$ cat config.mk
export PLATFORM = sky130hd
export DESIGN_NAME = msf_frame_decoder
export DESIGN_NICKNAME = d
export VERILOG_FILES = /design/src/rtl/msf_frame_decoder.sv
export SDC_FILE = /design/constraint.sdc
export NUM_CORES = 1
export LEC_CHECK = 0
export ABC_AREA = 1
export CAP_MARGIN = 15
export CORE_AREA = 2 2 87 97
export CTS_BUF_LIST = sky130_fd_sc_hd__clkbuf_4 sky130_fd_sc_hd__clkbuf_8
export DETAILED_ROUTE_END_ITERATION = 10
export DIE_AREA = 0 0 89 99
export PLACE_DENSITY = 0.87
export SETUP_SLACK_MARGIN = 0.05
export SLEW_MARGIN = 25
export SYNTH_ARGS = -nofsm -noshare
export SYNTH_HDL_FRONTEND = slang
export SYNTH_SLANG_ARGS = --single-unit
$ cat constraint.sdc
create_clock -name clk_i -period 2.2 [get_ports clk_i]
set_input_delay 0.55 -clock clk_i [delete_from_list [all_inputs] [get_ports clk_i]]
set_output_delay 0.55 -clock clk_i [all_outputs]
set_load 0.05 [all_outputs]
$ cat src/rtl/msf_frame_decoder.sv
// MSF time-code frame decoder.
// Takes one decoded symbol per second (minute marker or A/B bit pair),
// tracks the second index, collects the 35 time/date A bits, the four
// parity B bits and the 52A..59A end-of-minute pattern. At the next minute
// marker it either publishes the BCD fields or flags the frame as rejected.
module msf_frame_decoder (
    input  logic       clk_i,
    input  logic       rst_i,
    input  logic       bits_valid_i,
    input  logic       bits_is_second_00_i,
    input  logic [1:0] bits_data_i,
    output logic       time_valid_o,
    output logic       frame_error_o,
    output logic       synced_o,
    output logic [7:0] year_o,
    output logic [4:0] month_o,
    output logic [5:0] day_o,
    output logic [2:0] dow_o,
    output logic [5:0] hour_o,
    output logic [6:0] minute_o
);

    // Second indices of interest within the minute
    localparam logic [5:0] SEC_FIELD_FIRST = 6'd17;
    localparam logic [5:0] SEC_FIELD_LAST  = 6'd51;
    localparam logic [5:0] SEC_PAT_FIRST   = 6'd52;
    localparam logic [5:0] SEC_PAT_LAST    = 6'd59;
    localparam logic [5:0] SEC_PB_FIRST    = 6'd54;
    localparam logic [5:0] SEC_PB_LAST     = 6'd57;
    localparam logic [5:0] SEC_LAST        = 6'd59;
    localparam logic [5:0] SEC_MAX         = 6'd63;

    // State registers
    logic [5:0]  r_sec_cnt;
    logic        r_synced;
    logic [34:0] r_shift;
    logic [3:0]  r_pb;
    logic        r_pat_ok;
    logic        r_time_valid;
    logic        r_frame_error;
    logic [7:0]  r_year;
    logic [4:0]  r_month;
    logic [5:0]  r_day;
    logic [2:0]  r_dow;
    logic [5:0]  r_hour;
    logic [6:0]  r_minute;

    // Combinational helpers
    logic        w_a_bit;
    logic        w_b_bit;
    logic        w_marker;
    logic        w_symbol;
    logic [5:0]  w_sec_next;
    logic        w_in_field;
    logic        w_in_pat;
    logic        w_in_pb;
    logic [1:0]  w_pb_idx;
    logic        w_pat_exp;
    logic [3:0]  w_par_ok;
    logic        w_frame_good;

    assign w_a_bit  = bits_data_i[1];
    assign w_b_bit  = bits_data_i[0];
    assign w_marker = bits_valid_i &  bits_is_second_00_i;
    assign w_symbol = bits_valid_i & ~bits_is_second_00_i;

    // Index the incoming non-marker symbol will occupy; stuck at 63 on
    // over-long minutes so a missing marker can never wrap back to 59.
    always_comb begin
        w_sec_next = r_sec_cnt;
        if (r_sec_cnt != SEC_MAX)
            w_sec_next = r_sec_cnt + 6'd1;
    end

    // Window decodes on the post-increment index
    always_comb begin
        w_in_field = (w_sec_next >= SEC_FIELD_FIRST) && (w_sec_next <= SEC_FIELD_LAST);
        w_in_pat   = (w_sec_next >= SEC_PAT_FIRST)   && (w_sec_next <= SEC_PAT_LAST);
        w_in_pb    = (w_sec_next >= SEC_PB_FIRST)    && (w_sec_next <= SEC_PB_LAST);
        // 52A and 59A are 0, 53A..58A are 1
        w_pat_exp  = (w_sec_next != SEC_PAT_FIRST) && (w_sec_next != SEC_PAT_LAST);
    end

    // s-54 for s in 54..57: low two bits of s are 2,3,0,1, so adding 2 mod 4
    // gives 0..3 without a full subtractor.
    assign w_pb_idx = w_sec_next[1:0] + 2'd2;

    // Second counter: cleared at the marker, counts every other symbol
    always_ff @(posedge clk_i) begin
        if (rst_i)
            r_sec_cnt <= '0;
        else if (w_marker)
            r_sec_cnt <= '0;
        else if (w_symbol)
            r_sec_cnt <= w_sec_next;
    end

    // Sync flag: set by the first marker after reset, held until reset
    always_ff @(posedge clk_i) begin
        if (rst_i)
            r_synced <= 1'b0;
        else if (w_marker)
            r_synced <= 1'b1;
    end

    // A-bit shift register for 17A..51A, MSB first (17A lands in bit 34)
    always_ff @(posedge clk_i) begin
        if (rst_i)
            r_shift <= '0;
        else if (w_symbol && w_in_field)
            r_shift <= {r_shift[33:0], w_a_bit};
    end

    // Parity B bits 54B..57B
    always_ff @(posedge clk_i) begin
        if (rst_i)
            r_pb <= '0;
        else if (w_symbol && w_in_pb)
            r_pb[w_pb_idx] <= w_b_bit;
    end

    // End-of-minute pattern tracker: rearmed at each marker, cleared on any miss
    always_ff @(posedge clk_i) begin
        if (rst_i)
            r_pat_ok <= 1'b0;
        else if (w_marker)
            r_pat_ok <= 1'b1;
        else if (w_symbol && w_in_pat && (w_a_bit != w_pat_exp))
            r_pat_ok <= 1'b0;
    end

    // Odd parity over each field group, including its B parity bit
    always_comb begin
        w_par_ok[0] = (^r_shift[34:27]) ^ r_pb[0];  // year      17A..24A
        w_par_ok[1] = (^r_shift[26:16]) ^ r_pb[1];  // month/day 25A..35A
        w_par_ok[2] = (^r_shift[15:13]) ^ r_pb[2];  // dow       36A..38A
        w_par_ok[3] = (^r_shift[12:0])  ^ r_pb[3];  // hour/min  39A..51A
        w_frame_good = (r_sec_cnt == SEC_LAST) && r_pat_ok && (&w_par_ok);
    end

    // Frame verdict at a synced marker: publish all fields together or flag an error
    always_ff @(posedge clk_i) begin
        if (rst_i) begin
            r_time_valid  <= 1'b0;
            r_frame_error <= 1'b0;
            r_year        <= '0;
            r_month       <= '0;
            r_day         <= '0;
            r_dow         <= '0;
            r_hour        <= '0;
            r_minute      <= '0;
        end else begin
            r_time_valid  <= 1'b0;
            r_frame_error <= 1'b0;
            if (w_marker && r_synced) begin
                if (w_frame_good) begin
                    r_time_valid <= 1'b1;
                    r_year       <= r_shift[34:27];
                    r_month      <= r_shift[26:22];
                    r_day        <= r_shift[21:16];
                    r_dow        <= r_shift[15:13];
                    r_hour       <= r_shift[12:7];
                    r_minute     <= r_shift[6:0];
                end else begin
                    r_frame_error <= 1'b1;
                end
            end
        end
    end

    assign time_valid_o  = r_time_valid;
    assign frame_error_o = r_frame_error;
    assign synced_o      = r_synced;
    assign year_o        = r_year;
    assign month_o       = r_month;
    assign day_o         = r_day;
    assign dow_o         = r_dow;
    assign hour_o        = r_hour;
    assign minute_o      = r_minute;

endmodule

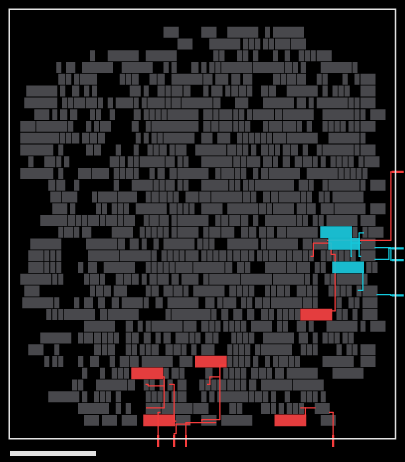
Run 1: wires at chosen ports, followed through buffers
Bar = 20 µm.
Cyan shows dow_o, bits 3, direction output, edge east, end cells 3, buffers 3, wire 38.0 µm. Red shows month_o, bits 5, direction output, edge 4 south, 1 east, end cells 5, buffers 5, wire 141 µm.

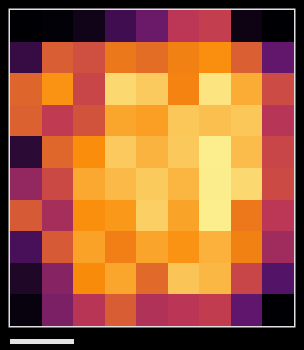
Run 1: local utilization
Bar = 20 µm. The die is cut into 9 by 10 equal tiles; black is low, pale yellow is high, 0 to 100% covered.
4.4% of the tiles are nearly empty. The mean over all tiles is 60%. The fullest tile reaches 96%. 39% of the tiles are over 75% full. The densest ninth of the die: center.

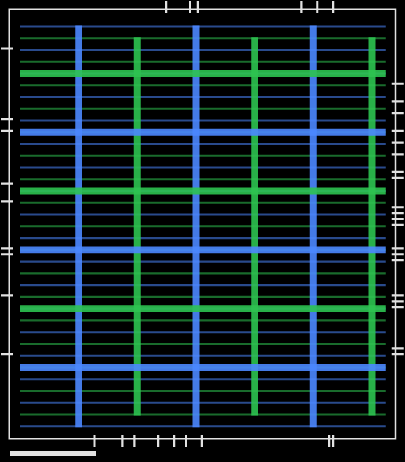
Run 1: PDN straps and rails
Bar = 20 µm. Pins as bars on the die edge.
Blue shows VSS. Green shows VDD.
The core has 34 rows. 6 straps on met5.

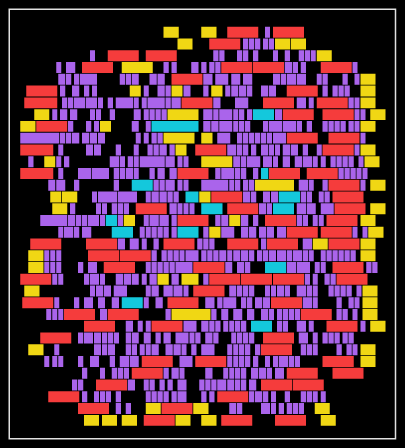
Run 1: cell classes on the final placement
Red shows sequential cells, cells 84, share of their area 32%. Yellow shows remaining buffers and delay cells, cells 63, share of their area 13%. Cyan shows clock drivers and dummy loads, cells 14, share of their area 3.6%. Purple shows combinational and other logic, cells 593, share of their area 52%.

==> results.sh, run 1 <==
# flow metrics
export IMPL_async_flop_share_pct=0
export IMPL_yosys_warnings=0
export IMPL_grt_use_met3_pct=4.020
export IMPL_syn_inst=707
export IMPL_reg2regPathDepth=15
export IMPL_r2r_slack_ns=0.16
export IMPL_syn_avg_cell_area_um2=6.332
export IMPL_hold_class="register to register"
export IMPL_clk_path_buf_depth=2
export IMPL_grt_first_pass_wirelength_um=16400
export IMPL_drtIter0Drc=183
export IMPL_wl_met2_um=5075
export IMPL_met1_usage_pct=27.38
export IMPL_grt_pass1_vias=3983
export IMPL_drt_met1_wl_um=4534
export IMPL_cp_depth=1
export IMPL_n_antenna_cell=0
export IMPL_power_leakage_nw=2.443
export IMPL_hold_depth=2
export IMPL_yosys_area_share_aoi_pct=10.31
export IMPL_comb_area_um2=2176
export IMPL_antenna_found_initial=0
export IMPL_layout_top_cell="nand2_1"
export IMPL_antenna_left=0
export IMPL_clock_skew_ns=0.01195
export IMPL_ys_sh_mux_pct=0
export IMPL_drc=0
export IMPL_cp_start_kind="register"
export IMPL_first_pass_iters=4
export IMPL_hold_viol=0
export IMPL_warning_count=28
export IMPL_grt_max_degree=76
export IMPL_grt_ovfl_total=0
export IMPL_min_period_over_period_pct=94.34
export IMPL_gp_congestion=0.8310
export IMPL_routed_top_layer="met4"
export IMPL_r2r_end="r_shift[12]$_SDFFE_PP0P_"
export IMPL_cpPeakStageDelay_ns=0.83
export IMPL_coreArea_um2=7828
export IMPL_crit_slowest_cell="clkdlybuf4s50_1"
export IMPL_ys_sh_xor_pct=2.739
export IMPL_regArea_um2=1685
export IMPL_clkSlewWorstSetupHoldPaths_ns=0.08
export IMPL_finalWirelength_um=10150
export IMPL_ir_worst_vdd_uv=307.0
export IMPL_hpwl_um=6910
export IMPL_end_kind="output pin"
export IMPL_p_per_area_nw_per_um2=597.4
export IMPL_holdCritStartpoint="r_shift[27]$_SDFFE_PP0P_"
export IMPL_floorplan_core_util_pct=57.19
export IMPL_die_area_um2=8811
export IMPL_fp_nets=716
export IMPL_cts_root_buf="clkbuf_8"
export IMPL_fin_nets=760
export IMPL_cp_cell_sequence="clkdlybuf4s50_1"
export IMPL_grt_usage_pct=22.85
export IMPL_finalWorstSetupSlack_ns=0.1245
export IMPL_routedWlPerCell_um=11.77
export IMPL_worstReg2RegStart="r_sec_cnt[0]$_SDFFE_PP0P_"
export IMPL_syn2layout_area_growth_pct=20.35
export IMPL_ys_ff=84
export IMPL_path_buffers=1
export IMPL_synthAdderAreaFrac_pct=0.8385
export IMPL_critPathTopFamily="buffers and inverters"
export IMPL_required_ns=1.65
export IMPL_cts_sinks=84
export IMPL_max_slew_margin_rel_pct=65.03
export IMPL_outcome="completed"
export IMPL_h_tree_depth=3
export IMPL_mostFrequentLayoutCells="nand2_1 (208), inv_1 (129), dfxtp_1 (81)"
export IMPL_synth_area_um2=4477
export IMPL_fp_dieH_um=99
export IMPL_top_usage_layer="met2"
export IMPL_core_rowCount=34
export IMPL_synthTopLogicFamily="simple AND/OR/NAND/NOR gates"
export IMPL_ys_cells=707
export IMPL_io_buffers=43
export IMPL_crit_start="month_o[4]$_SDFFE_PP0P_"
export IMPL_layout_min_cycle_time_ns=2.075
export IMPL_met2_usage_pct=39.90
export IMPL_synthFlopType="dfxtp_1"
export IMPL_critical_path_max_fanout=2
export IMPL_cp_arrival_ns=1.53
export IMPL_edf_count=0
export IMPL_synth_simple_area_share_pct=33.04
export IMPL_critPathCapture="month_o[4]"
export IMPL_dr_wl_met3_um=338
export IMPL_yosysChipArea_um2=4477
export IMPL_fp_dieW_um=89
run 1: repair_timing:
action,4_1_cts,5_1_grt
buffers inserted,0,2
endpoints found under the setup margin,0,39
resized,0,22
run 1: power breakdown:
part           leakage [nW]  total (mW)  switching (mW)  internal, mW
Combinational          1.67       0.546           0.362         0.184
Clock                0.0942        1.07           0.523         0.543
Sequential            0.682        1.61          0.0448          1.56
run 1: Yosys cell counts, types with 11 or more instances:
library cell | count | area share (%)
nor2_1 | 60 | 5.0
nand2_1 | 210 | 18
nand3_1 | 23 | 2.6
inv_2 | 11 | 0.92
nand4_1 | 43 | 6.0
a21oi_1 | 42 | 4.7
inv_1 | 131 | 11
dfxtp_1 | 84 | 38
o21ai_0 | 30 | 3.4
o21ai_1 | 11 | 1.2
buf_2 | 12 | 1.3
run 1: flip-flops by register name, summed over array words and instances (netlist names):
name and count:
year_o 8, r_pb 4, month_o 5, r_sec_cnt 6
r_pat_ok 1, frame_error_o 1, day_o 6, time_valid_o 1
synced_o 1, dow_o 3, hour_o 6, minute_o 7
r_shift 35
run 1: through the flow:
step / instance area (µm²) / setup TNS (ns) / std cells / utilization [%] / power, mW
6_report: 5388 / 0 / 862 / 68.83 / 3.219
2_1_floorplan: 4477 / 0 / 707 / - / 2.023
3_5_place_dp: 5054 / 0 / 844 / 64.56 / 2.148
3_3_place_gp: 5054 / 0 / 844 / 64.56 / 2.132
4_1_cts: 5243 / 0 / 858 / 66.98 / 3.201
5_1_grt: 5388 / -0.005140 / 862 / 68.83 / 3.363
run 1: final cells by class:
cell class              count  share of cell area, %
well taps                 108                  2.508
inverters                 142                  9.893
repair buffers             63                  12.42
multi-input cells         451                  40.39
clock buffers              10                  2.555
flip-flops and latches     84                  31.28
clock inverters             4                 0.9522
Run 1, routing congestion map:
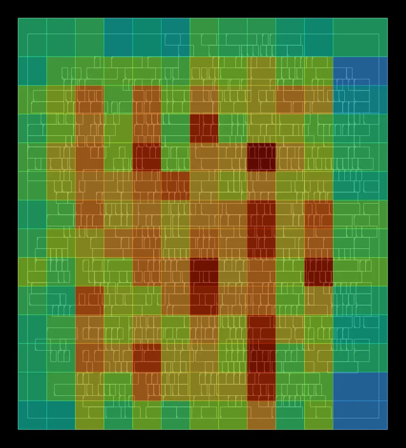

==> run 1 -> run 2 <==
--- a/config.mk
+++ b/config.mk
@@ -12,6 +12,7 @@
 export DETAILED_ROUTE_END_ITERATION = 10
 export DIE_AREA = 0 0 89 99
 export PLACE_DENSITY = 0.87
+export RECOVER_POWER = 100
 export SETUP_SLACK_MARGIN = 0.05
 export SLEW_MARGIN = 25
 export SYNTH_ARGS = -nofsm -noshare
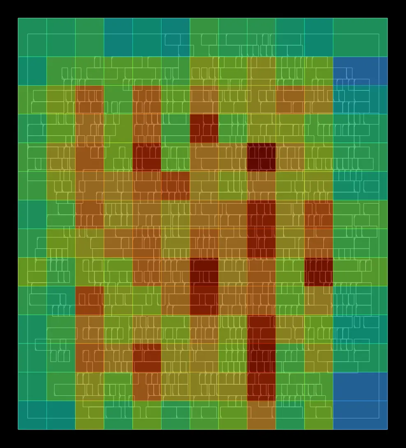
Run 2: routing congestion map
post-DR wirelength/cell: 11.68 µm
gr usage total: 22.85%

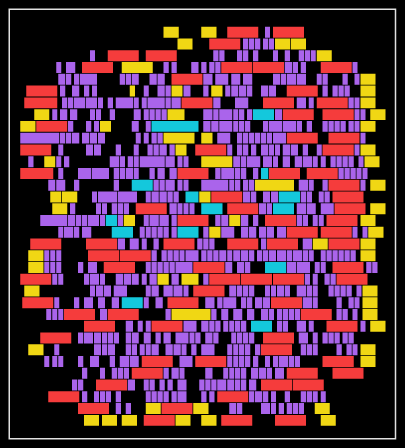
Run 2: cell classes on the final placement
Red shows sequential cells, cells 84, share of their area 32%. Yellow shows remaining buffers and delay cells, cells 63, share of their area 13%. Purple shows combinational and other logic, cells 593, share of their area 52%. Cyan shows clock drivers and dummy loads, cells 14, share of their area 3.6%.

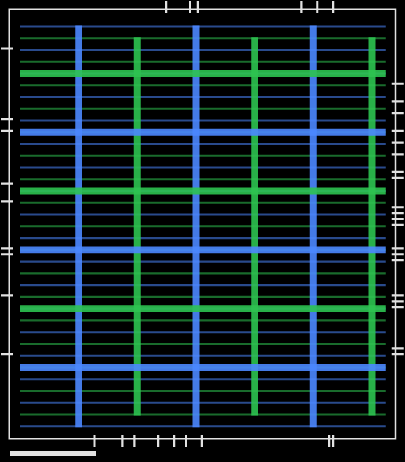
Run 2: PDN straps and rails
Bar = 20 µm. Pins as bars on the die edge.
Green shows VDD. Blue shows VSS.
44 signal pins sit on the boundary. 35 met1 rails follow the rows. 6 straps on met4. 6 straps on met5. The core has 34 rows.

==> results.sh, run 2 <==
# flow metrics
export IMPL_p_switching_uw=925.9
export IMPL_ir_worst_vdd_uv=307.7
export IMPL_r2r_slack_ns=0.12
export IMPL_hpwl_um=6910
export IMPL_hold_viol=0
export IMPL_cts_resized_gates=0
export IMPL_drtIter0Drc=197
export IMPL_powerSeq_mw=1.61
export IMPL_warning_count=28
export IMPL_fin_nets=760
export IMPL_ys_ff=84
export IMPL_setup_tns_ns=0
export IMPL_hold_depth=2
export IMPL_clock_skew_ns=0.01224
export IMPL_syn2layout_area_growth_pct=19.98
export IMPL_wl_met2_um=4998
export IMPL_top_cell_area_share_pct=37.56
export IMPL_yosys_warnings=0
export IMPL_met2_usage_pct=39.90
export IMPL_required_ns=1.65
export IMPL_coreArea_um2=7828
export IMPL_syn_avg_cell_area_um2=6.332
export IMPL_max_slew_margin_rel_pct=65.04
export IMPL_clkSlewWorstSetupHoldPaths_ns=0.08
export IMPL_cp_arrival_ns=1.55
export IMPL_synthFlopType="dfxtp_1"
export IMPL_first_pass_iters=5
export IMPL_hold_class="register to register"
export IMPL_finalWorstSetupSlack_ns=0.09933
export IMPL_power_leakage_nw=2.488
export IMPL_final_cells=862
export IMPL_largest_register_ff_count=35
export IMPL_seq_area_frac_synth_pct=37.56
export IMPL_grt_first_pass_wirelength_um=16400
export IMPL_worstReg2RegStart="r_sec_cnt[1]$_SDFFE_PP0P_"
export IMPL_critPathTopFamily="buffers and inverters"
export IMPL_cp_cell_sequence="dlygate4sd3_1"
export IMPL_finalWirelength_um=10070
export IMPL_p_clk_mw=1.07
export IMPL_r2r_end="r_shift[12]$_SDFFE_PP0P_"
export IMPL_crit_slowest_cell="dlygate4sd3_1"
export IMPL_syn_inst=707
export IMPL_drc=0
export IMPL_synth_area_um2=4477
export IMPL_comb_area_um2=2173
export IMPL_cp_start_kind="register"
export IMPL_internal_power_mw=2.284
export IMPL_top_register="r_shift"
export IMPL_fin_area_um2=5371
export IMPL_placedCellCount=844
export IMPL_mostFrequentLayoutCells="nand2_1 (208), inv_1 (129), dfxtp_1 (82)"
export IMPL_end_kind="output pin"
export IMPL_core_rowCount=34
export IMPL_pg_comb_uw=537
export IMPL_antenna_left=0
export IMPL_gp_congestion=0.8310
export IMPL_layout_top_cell="nand2_1"
export IMPL_die_area_um2=8811
export IMPL_power_frac_clock_pct=33.2
export IMPL_antenna_found_initial=0
export IMPL_fp_dieH_um=99
export IMPL_post_cts_buffers=0
export IMPL_yosysChipArea_um2=4477
export IMPL_path_buffers=1
export IMPL_dr_wl_met3_um=390
export IMPL_routed_top_layer="met4"
export IMPL_ys_top_cells_by_count="nand2_1 (210), inv_1 (131), dfxtp_1 (84)"
export IMPL_grt_pass1_vias=3983
export IMPL_grt_use_met3_pct=4.020
export IMPL_io_buffers=43
export IMPL_grt_ovfl_total=0
export IMPL_reg2regPathDepth=15
export IMPL_async_flop_share_pct=0
export IMPL_floorplan_core_util_pct=57.19
export IMPL_pwr_share_seq_pct=50.1
export IMPL_outcome="completed"
export IMPL_top_usage_layer="met2"
export IMPL_clk_path_buf_depth=2
export IMPL_p_total_mw=3.210
export IMPL_netlist_top_cell_by_area="dfxtp_1"
export IMPL_layout_min_cycle_time_ns=2.101
==> run 2: cell families (layout without fill, tap and decap cells) <==
family                     count (synthesis)  count (layout)  share of synthesized area (%)
adders and majority gates                  3               3                         0.8385
and+or+nand+nor                          345             345                          33.04
buffers and inverters                    172             219                          15.51
AOI/OAI and AO/OA                         89              89                          10.31
DFF                                       84              84                          37.56
xor gates and xnor gates                  14              14                          2.739
==> run 2: worst register-to-register path, stage by stage (launching register included) <==
cell     delay [ns]
dfxtp_1        0.37
buf_4          0.15
inv_1          0.08
ha_1           0.28
inv_1          0.04
nand2_1        0.06
nand2_1        0.06
nand2_2        0.10
inv_2          0.05
nand2_1        0.06
nand2_1        0.05
nand2_1        0.09
nand2_4        0.08
buf_6          0.18
o21ai_0        0.25
a21oi_2        0.06
==> run 2: cell type report <==
type,count,area share [%]
Inverter,142,9.923
Timing Repair Buffer,63,12.23
Tap cell,108,2.516
Clock inverter,4,0.9550
Sequential cell,84,31.35
Clock buffer,10,2.562
Multi-Input combinational cell,451,40.46
==> run 2: how the worst max path moves through the flow <==
stage                              startpoint                  endpoint  slack [ns]  depth (start not counted)
finish                month_o[2]$_SDFFE_PP0P_                month_o[2]         0.1                          1
CTS                 r_sec_cnt[1]$_SDFFE_PP0P_  r_shift[19]$_SDFFE_PP0P_        0.09                         14
detailed placement               bits_valid_i   r_shift[9]$_SDFFE_PP0P_        0.02                          9
floorplan           r_sec_cnt[0]$_SDFFE_PP0P_  r_shift[28]$_SDFFE_PP0P_        0.33                         15
global route        r_sec_cnt[1]$_SDFFE_PP0P_   r_shift[8]$_SDFFE_PP0P_       -0.03                         15
global placement                 bits_valid_i  r_shift[24]$_SDFFE_PP0P_        0.09                          9
Run 2, local utilization:
Bar = 20 µm. The die is cut into 9 by 10 equal tiles; black is low, pale yellow is high, 0 to 100% covered.
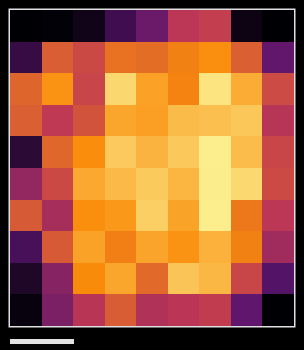

==> run 2 -> run 3 <==
--- a/config.mk
+++ b/config.mk
@@ -7,11 +7,10 @@
 export LEC_CHECK = 0
 export ABC_AREA = 1
 export CAP_MARGIN = 15
-export CORE_AREA = 2 2 87 97
-export CTS_BUF_LIST = sky130_fd_sc_hd__clkbuf_4 sky130_fd_sc_hd__clkbuf_8
+export CORE_AREA = 2 2 88 98
 export DETAILED_ROUTE_END_ITERATION = 10
-export DIE_AREA = 0 0 89 99
-export PLACE_DENSITY = 0.87
+export DIE_AREA = 0 0 90 100
+export PLACE_DENSITY = 0.85
 export RECOVER_POWER = 100
 export SETUP_SLACK_MARGIN = 0.05
 export SLEW_MARGIN = 25
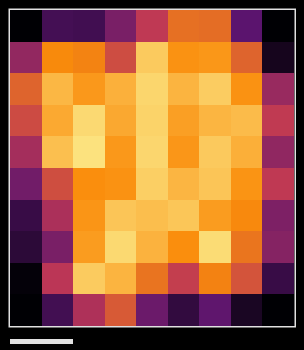
Run 3: local utilization
Bar = 20 µm. The die is cut into 9 by 10 equal tiles; black is low, pale yellow is high, 0 to 100% covered.
47% of the tiles are over 75% full. The emptiest ninth of the die: south-west. The densest ninth of the die: center. 5.6% of the tiles are nearly empty. The fullest tile reaches 94%.

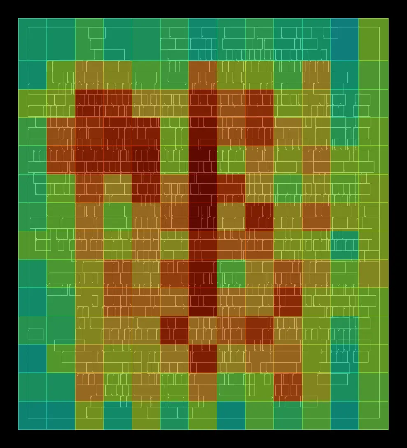
Run 3: routing congestion map
GR Layer Usage met1: 26.74%
gr usage total: 22.83%

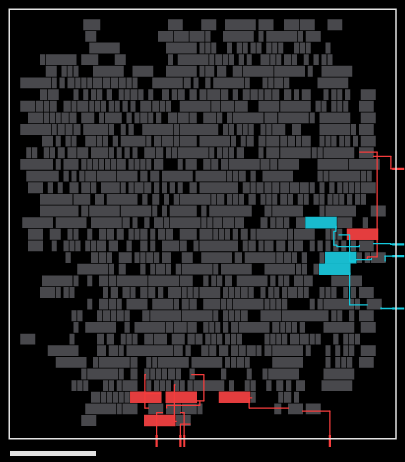
Run 3: wires at chosen ports, followed through buffers
Bar = 20 µm.
Red shows month_o, bits 5, direction output, edge 4 south, 1 east, end cells 5, buffers 5, wire 125 µm. Cyan shows dow_o, bits 3, direction output, edge east, end cells 3, buffers 3, wire 48.9 µm.

==> results.sh, run 3 <==
# flow metrics
export IMPL_clkSlewWorstSetupHoldPaths_ns=0.09
export IMPL_end_kind="register"
export IMPL_required_ns=2.45
export IMPL_layout_min_cycle_time_ns=2.081
export IMPL_largest_register_ff_count=35
export IMPL_syn2layout_area_growth_pct=23.09
export IMPL_crit_start="r_sec_cnt[0]$_SDFFE_PP0P_"
export IMPL_yosys_warnings=0
export IMPL_fin_nets=767
export IMPL_synth_simple_area_share_pct=33.04
export IMPL_warning_count=29
export IMPL_r2r_slack_ns=0.12
export IMPL_top_register="r_shift"
export IMPL_core_rowCount=35
export IMPL_seq_area_frac_synth_pct=37.56
export IMPL_coreArea_um2=8145
export IMPL_ys_sh_xor_pct=2.739
export IMPL_grt_pass1_vias=4067
export IMPL_setup_tns_ns=0
export IMPL_cp_cell_sequence="ha_4 > nand3_2 > nand2_1 > nand2_1 > nor2_4 > nor2_4 > a21oi_2 > nand2_8 > buf_6 > o21ai_0 > a21oi_1"
export IMPL_die_area_um2=9000
export IMPL_ys_sh_mux_pct=0
export IMPL_synthAdderAreaFrac_pct=0.8385
export IMPL_finalWirelength_um=10960
export IMPL_synth_area_um2=4477
export IMPL_drc=0
export IMPL_placedCellCount=845
export IMPL_worstReg2RegStart="r_sec_cnt[0]$_SDFFE_PP0P_"
export IMPL_max_slew_margin_rel_pct=66.10
export IMPL_syn_inst=707
export IMPL_yosys_area_share_aoi_pct=10.31
export IMPL_critPathTopFamily="simple AND/OR/NAND/NOR gates"
export IMPL_syn_avg_cell_area_um2=6.332
export IMPL_path_buffers=1
export IMPL_fp_dieH_um=100
export IMPL_floorplan_core_util_pct=54.96
export IMPL_cp_arrival_ns=2.33
export IMPL_hold_viol=0
export IMPL_synthTopLogicFamily="simple AND/OR/NAND/NOR gates"
export IMPL_power_leakage_nw=2.506
export IMPL_finalWorstSetupSlack_ns=0.1190
export IMPL_netlist_top_cell_by_area="dfxtp_1"
export IMPL_yosysChipArea_um2=4477
export IMPL_clock_skew_ns=0.007132
export IMPL_antenna_found_initial=0
export IMPL_hold_class="register to register"
export IMPL_async_flop_share_pct=0
export IMPL_io_buffers=43
export IMPL_ir_worst_vdd_uv=353.8
export IMPL_mostFrequentLayoutCells="nand2_1 (207), inv_1 (128), dfxtp_1 (81)"
export IMPL_clk_path_buf_depth=2
export IMPL_p_total_mw=3.370
export IMPL_drtIter0Drc=402
export IMPL_gp_congestion=0.9576
export IMPL_outcome="completed"
export IMPL_grt_ovfl_total=0
export IMPL_synthFlopType="dfxtp_1"
export IMPL_first_pass_iters=5
## run 3: cell count changes in the layout (fill, tap and decap cells not counted), sizes merged
cell,change
buf,+5
dlygate4sd3,-15
clkinv,+2
bufinv,+1
clkbuf,+1
clkdlybuf4s50,+15
## run 3: worst min-delay path, cell delays in order, from the launching register on
cell     delay, ns
dfxtp_1       0.34
inv_2         0.07
a21oi_1       0.05
## run 3: logic make-up (layout without fill, tap and decap cells)
family	count (synthesis)	count (layout)
flops	84	84
compound gates	89	89
fa+ha+maj	3	3
xor+xnor	14	14
simple gates	345	345
buf+inv	172	228
## run 3: worst paths after layout
| path | end | depth (start not counted) |
|---|---|---|
| worst max register to register | r_shift[15]$_SDFFE_PP0P_ | 11 |
| worst max-delay path | r_shift[15]$_SDFFE_PP0P_ | 11 |
| worst min register to register | r_shift[29]$_SDFFE_PP0P_ | 2 |
| worst min-delay path | r_shift[29]$_SDFFE_PP0P_ | 2 |
## run 3: area by class of cell
type                    instances  area, µm²  area share, %
flip-flops and latches         84       1685          30.59
inverters                     142      533.0          9.673
multi-input cells             451       2173          39.44
clock buffers                   9      123.9          2.248
repair buffers                 70      764.5          13.87
clock inverters                 7      91.34          1.658
well taps                     111      138.9          2.520
## run 3: power breakdown
| group | total [mW] | switching, mW | internal [mW] |
|---|---|---|---|
| logic | 0.559 | 0.376 | 0.182 |
| clock network | 1.20 | 0.568 | 0.635 |
| registers | 1.61 | 0.0460 | 1.56 |
## run 3: per-layer routing
metal  routed length, µm  share of wire, %  track usage, %
met1                4425                40           26.74
met2                5517                50           41.01
met3                 665               6.1           3.829
met4                 351               3.2           10.65
met5                   0                 0               0
## run 3: what timing repair did
item | CTS | global route
endpoints found under the setup margin | 5 | 39
gates resized | 2 | 22
cloned | 1 | 6
buffers inserted | 0 | 6
pin swaps | 0 | 3
No activity file was given, so power comes from the tool's default toggle rates.
